==> config.mk <==
export PLATFORM = sky130hd
export DESIGN_NAME = nlin_f_out_buf
export DESIGN_NICKNAME = d
export VERILOG_FILES = /design/src/rtl/nlin_f_out_buf.sv
export SDC_FILE = /design/constraint.sdc
export NUM_CORES = 1
export LEC_CHECK = 0
export CORE_ASPECT_RATIO = 1.5
export CORE_MARGIN = 4
export CORE_UTILIZATION = 64
export DETAILED_ROUTE_END_ITERATION = 10
export MAX_ROUTING_LAYER = met4
export PLACE_DENSITY = 0.84
export SETUP_SLACK_MARGIN = 0.1
export SLEW_MARGIN = 10
export SYNTH_ARGS = -nofsm -noshare
export SYNTH_HDL_FRONTEND = slang
export SYNTH_SLANG_ARGS = --single-unit
==> constraint.sdc <==
create_clock -name clk -period 12 [get_ports clk]
set_input_delay 2.4 -clock clk [delete_from_list [all_inputs] [get_ports clk]]
set_output_delay 2.4 -clock clk [all_outputs]
set_load 0.01 [all_outputs]
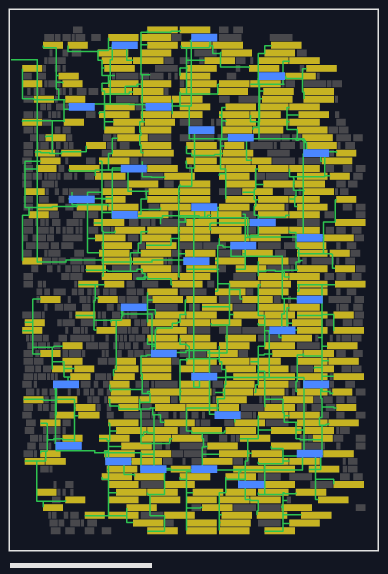
run_1/clock_map.png
Scale bar: 50 µm.
- cells driving clock nets: blue (count 30)
- clock wires: green (length 3520 µm)
- flip-flops: yellow (count 356)
- routed clock nets: 31
- flops lie: all over the die
P_clk: 0.950 mW
clk ins delay skew pair: 550 ps
Clk pwr share: 0.303
clk_skew: 10.1 ps

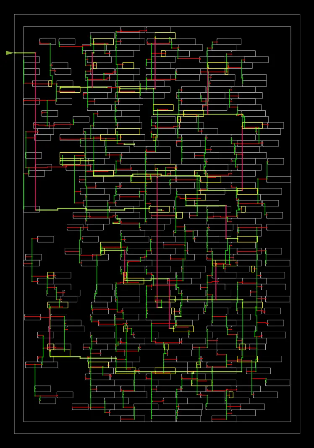
run_1/final_clocks.png
# clk buffers: 40
number of sequential cells: 356
Num CTS Buffers: 30
clock sink count: 356

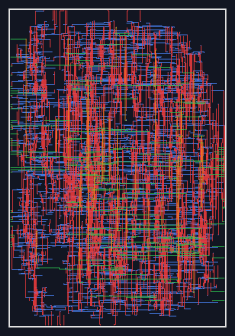
run_1/metal_stack.png
- met4: orange (wire length 1210 µm)
- met1: blue (wire length 11100 µm)
- met2: red (wire length 16200 µm)
- met3: green (wire length 2180 µm)
per-cell routed wire length: 24.9 µm
detailed-route wire length: 30700 µm

==> results.cfg, run 1 <==
; generated from flow reports
[cells_and_area]
fin_area_um2 = 16300
nFillCells = 1276
largest_reg_flops = 285

[logic_synthesis]
synth_chip_area_um2 = 14200
ff_type = edfxtp_1
synthCells = 842

[timing]
final-hold-violation-count = 0
max_slew_margin = 0.235
finalMaxSlewViolations = 0
fin_setup_tns_ps = 0

[status]
status = finished clean

[critical_path]
critical-path-slowest-cell = clkdlybuf4s50_1
crit_top_cell = clkdlybuf4s50_1
worst-setup-path-type = input port to output pin
slowest_delay_ps = 530

[floorplanning]
die_h_um = 191
die_width_um = 130

[routing]
wl_met1_um = 11100

[clocking]
cts_max_level = 1
ctsRootBufferMaster = clkbuf_16
clock_path_buffers = 3

[power]
peakVddDrop_mv = 0.126

[placed_design]
hpwl_um = 17600
## run 1: layer usage
metal | global-route usage | up-vias
met3 | 0.0395 | 89
met2 | 0.444 | 399
met5 | - | -
met1 | 0.325 | 3945
li1 | - | 3447
met4 | 0.105 | 0
## run 1: synth_stat cells, types with 5 or more instances
cell type / count / area share
nand2_1: 58 / 0.015
xnor2_1: 18 / 0.011
buf_4: 10 / 0.0053
o221ai_1: 18 / 0.011
nor4_1: 6 / 0.0026
ha_1: 17 / 0.015
xor2_1: 19 / 0.012
mux4_2: 52 / 0.082
a21oi_1: 10 / 0.0035
edfxtp_1: 285 / 0.60
mux2_2: 18 / 0.014
nand4_1: 11 / 0.0048
nor3_1: 10 / 0.0035
mux4_1: 5 / 0.0092
mux2i_1: 60 / 0.042
buf_2: 8 / 0.0028
dfxtp_1: 71 / 0.10
o21ai_0: 23 / 0.0081
nor2_1: 48 / 0.013
clkbuf_1: 12 / 0.0032
inv_1: 17 / 0.0045
nand3_1: 14 / 0.0049
## run 1: report_power, final
group / internal, mW / switching, mW
Sequential: 1.39 / 0.0758
Clock: 0.529 / 0.421
Combinational: 0.361 / 0.351
Total: 2.28 / 0.848
## run 1: logic make-up after synthesis
kind of cell | after synthesis | share of synthesized area
buffers and inverters | 56 | 0.0215
xor gates and xnor gates | 37 | 0.0228
muxes | 136 | 0.149
and+or+nand+nor | 172 | 0.0562
AOI/OAI and AO/OA | 66 | 0.0313
adders and majority gates | 19 | 0.0178
DFF | 356 | 0.701
## run 1: final cells by class
cell class / instances / area (µm²) / share of cell area
clock buffer: 40 / 830 / 0.0509
timing repair buffer: 97 / 926 / 0.0568
multi-input combinational: 430 / 4010 / 0.246
inverter: 19 / 71.3 / 0.00438
tap: 272 / 340 / 0.0209
sequential: 356 / 9990 / 0.613
clock inverter: 15 / 133 / 0.00814
run_1/port_nets.png
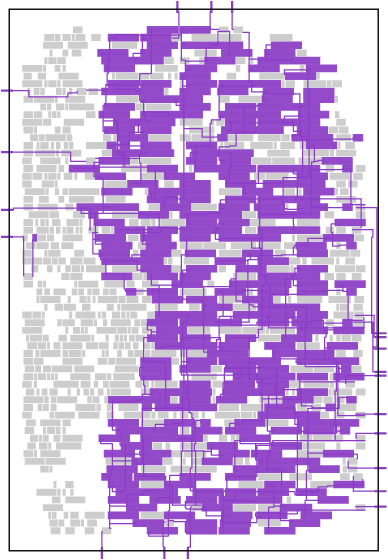

==> run 2, diff against run 1 <==
--- a/config.mk
+++ b/config.mk
@@ -7,10 +7,10 @@
 export LEC_CHECK = 0
 export CORE_ASPECT_RATIO = 1.5
 export CORE_MARGIN = 4
-export CORE_UTILIZATION = 64
+export CORE_UTILIZATION = 59
 export DETAILED_ROUTE_END_ITERATION = 10
 export MAX_ROUTING_LAYER = met4
-export PLACE_DENSITY = 0.84
+export PLACE_DENSITY = 0.78
 export SETUP_SLACK_MARGIN = 0.1
 export SLEW_MARGIN = 10
 export SYNTH_ARGS = -nofsm -noshare
==> constraint.sdc (replaced) <==
create_clock -name clk -period 5.7 [get_ports clk]
set_input_delay 1.14 -clock clk [delete_from_list [all_inputs] [get_ports clk]]
set_output_delay 1.14 -clock clk [all_outputs]
set_load 0.01 [all_outputs]
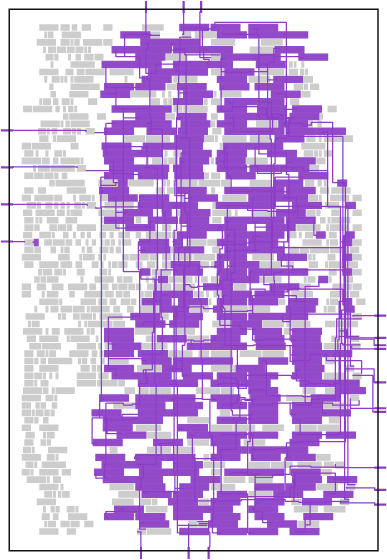
run_2/port_nets.png
- nlin_res: purple (bits 20; direction input; edge 10 right, 4 left, 3 bottom, 3 top; end cells 305; buffers 20; wire 4930 µm)
I/O pin count: 80
IO Port Bufs: 79

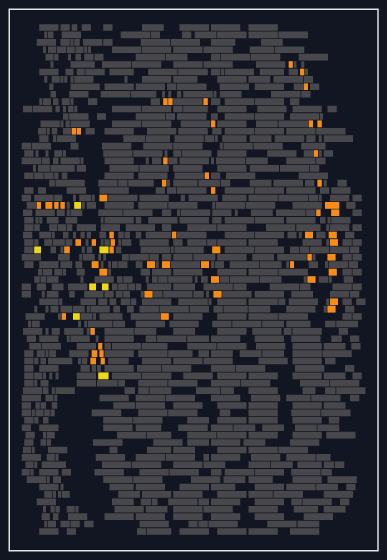
run_2/gate_families.png
- inverting AOI/OAI gates: orange (cells 59)
- AND-OR and OR-AND gates: yellow (cells 7; where left middle)
Post-Layout Cell Count: 1274
most numerous logic cell after layout: edfxtp_1
logic share of the area: 0.243

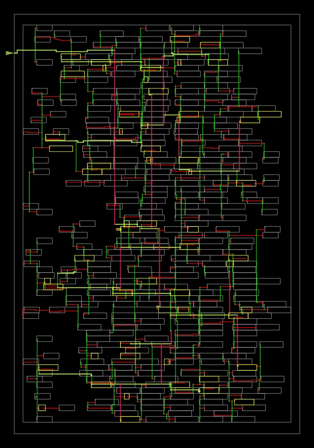
run_2/final_clocks.png
clk ins delay skew pair: 570 ps
# clk buffers: 44
P_clk: 2.29 mW
Num CTS Buffers: 31

==> results.cfg, run 2 <==
; generated from flow reports
[logic_synthesis]
yosysMostFrequentCell = edfxtp_1
top_cell_area_share = 0.602
yosys.area.top_type = edfxtp_1
top_cells_by_area = edfxtp_1 60%, dfxtp_1 10%, mux4_2 8.2%
ff_type = edfxtp_1
synth_chip_area_um2 = 14200
synthCells = 842
ys_top_cells_by_count = 285 x edfxtp_1, 71 x dfxtp_1, 60 x mux2i_1

[cells_and_area]
nFillCells = 1537
logic_area_um2 = 4010
largest_reg_flops = 285
seqCellArea_um2 = 9990
fin_area_um2 = 16500

[clocking]
cts.sinks = 356
cts_max_level = 1
clock_path_buffers = 3

[routing]
wl_met1_um = 10700
post_drt_wl_per_cell_um = 22.6

[timing]
finalMaxSlewViolations = 0
fin_setup_tns_ps = 0
fin_skew_ps = 29.1
final-hold-violation-count = 0
max_slew_margin = 0.248

[critical_path]
critical-path-slowest-cell = nor2_2
worst-setup-path-type = register to register
slowest_delay_ps = 890
crit_top_cell = ha_1

[floorplanning]
die_width_um = 135
die_h_um = 198

[status]
status = finished clean

[placed_design]
hpwl_um = 17600
-- run 2: cell counts after synthesis --
Identical to the previous run, type by type.
-- run 2: kinds of logic after synthesis --
group | count (synthesis) | share of synthesized area
buf+inv | 56 | 0.0215
simple gates | 172 | 0.0562
xor+xnor | 37 | 0.0228
flops | 356 | 0.701
fa+ha+maj | 19 | 0.0178
compound gates | 66 | 0.0313
mux | 136 | 0.149
-- run 2: stage by stage --
stage          utilization  power, mW  hold slack (ps)  std cells  setup slack, ps
3_3_place_gp         0.646       4.64              457       1216             1730
5_1_grt              0.695       7.22              503       1274             1620
4_1_cts              0.695       6.97              477       1274             1910
6_report             0.695       6.91              472       1274             1920
3_5_place_dp         0.646       4.68              456       1216             1670
2_1_floorplan            -       4.21              456        842             1490
-- run 2: per-layer routing --
metal	up-vias	track usage
met5	-	-
met4	0	0.102
met1	3780	0.272
li1	3440	-
met2	244	0.395
met3	60	0.0295
-- run 2: cell type report --
| cell class | count | area share |
|---|---|---|
| Inverter | 19 | 0.00432 |
| Clock inverter | 14 | 0.0116 |
| Tap cell | 319 | 0.0242 |
| Multi-Input combinational cell | 430 | 0.243 |
| Clock buffer | 44 | 0.0582 |
| Sequential cell | 356 | 0.605 |
| Timing Repair Buffer | 92 | 0.0538 |
-- run 2: power breakdown --
part           leakage, nW  switching [mW]  internal (mW)  total [mW]
clock                0.567           0.923           1.37        2.29
combinational         1.71           0.720          0.764        1.48
sequential            3.15           0.200           2.94        3.14
total                 5.42            1.84           5.07        6.91
Power and IR drop assume default switching activity.
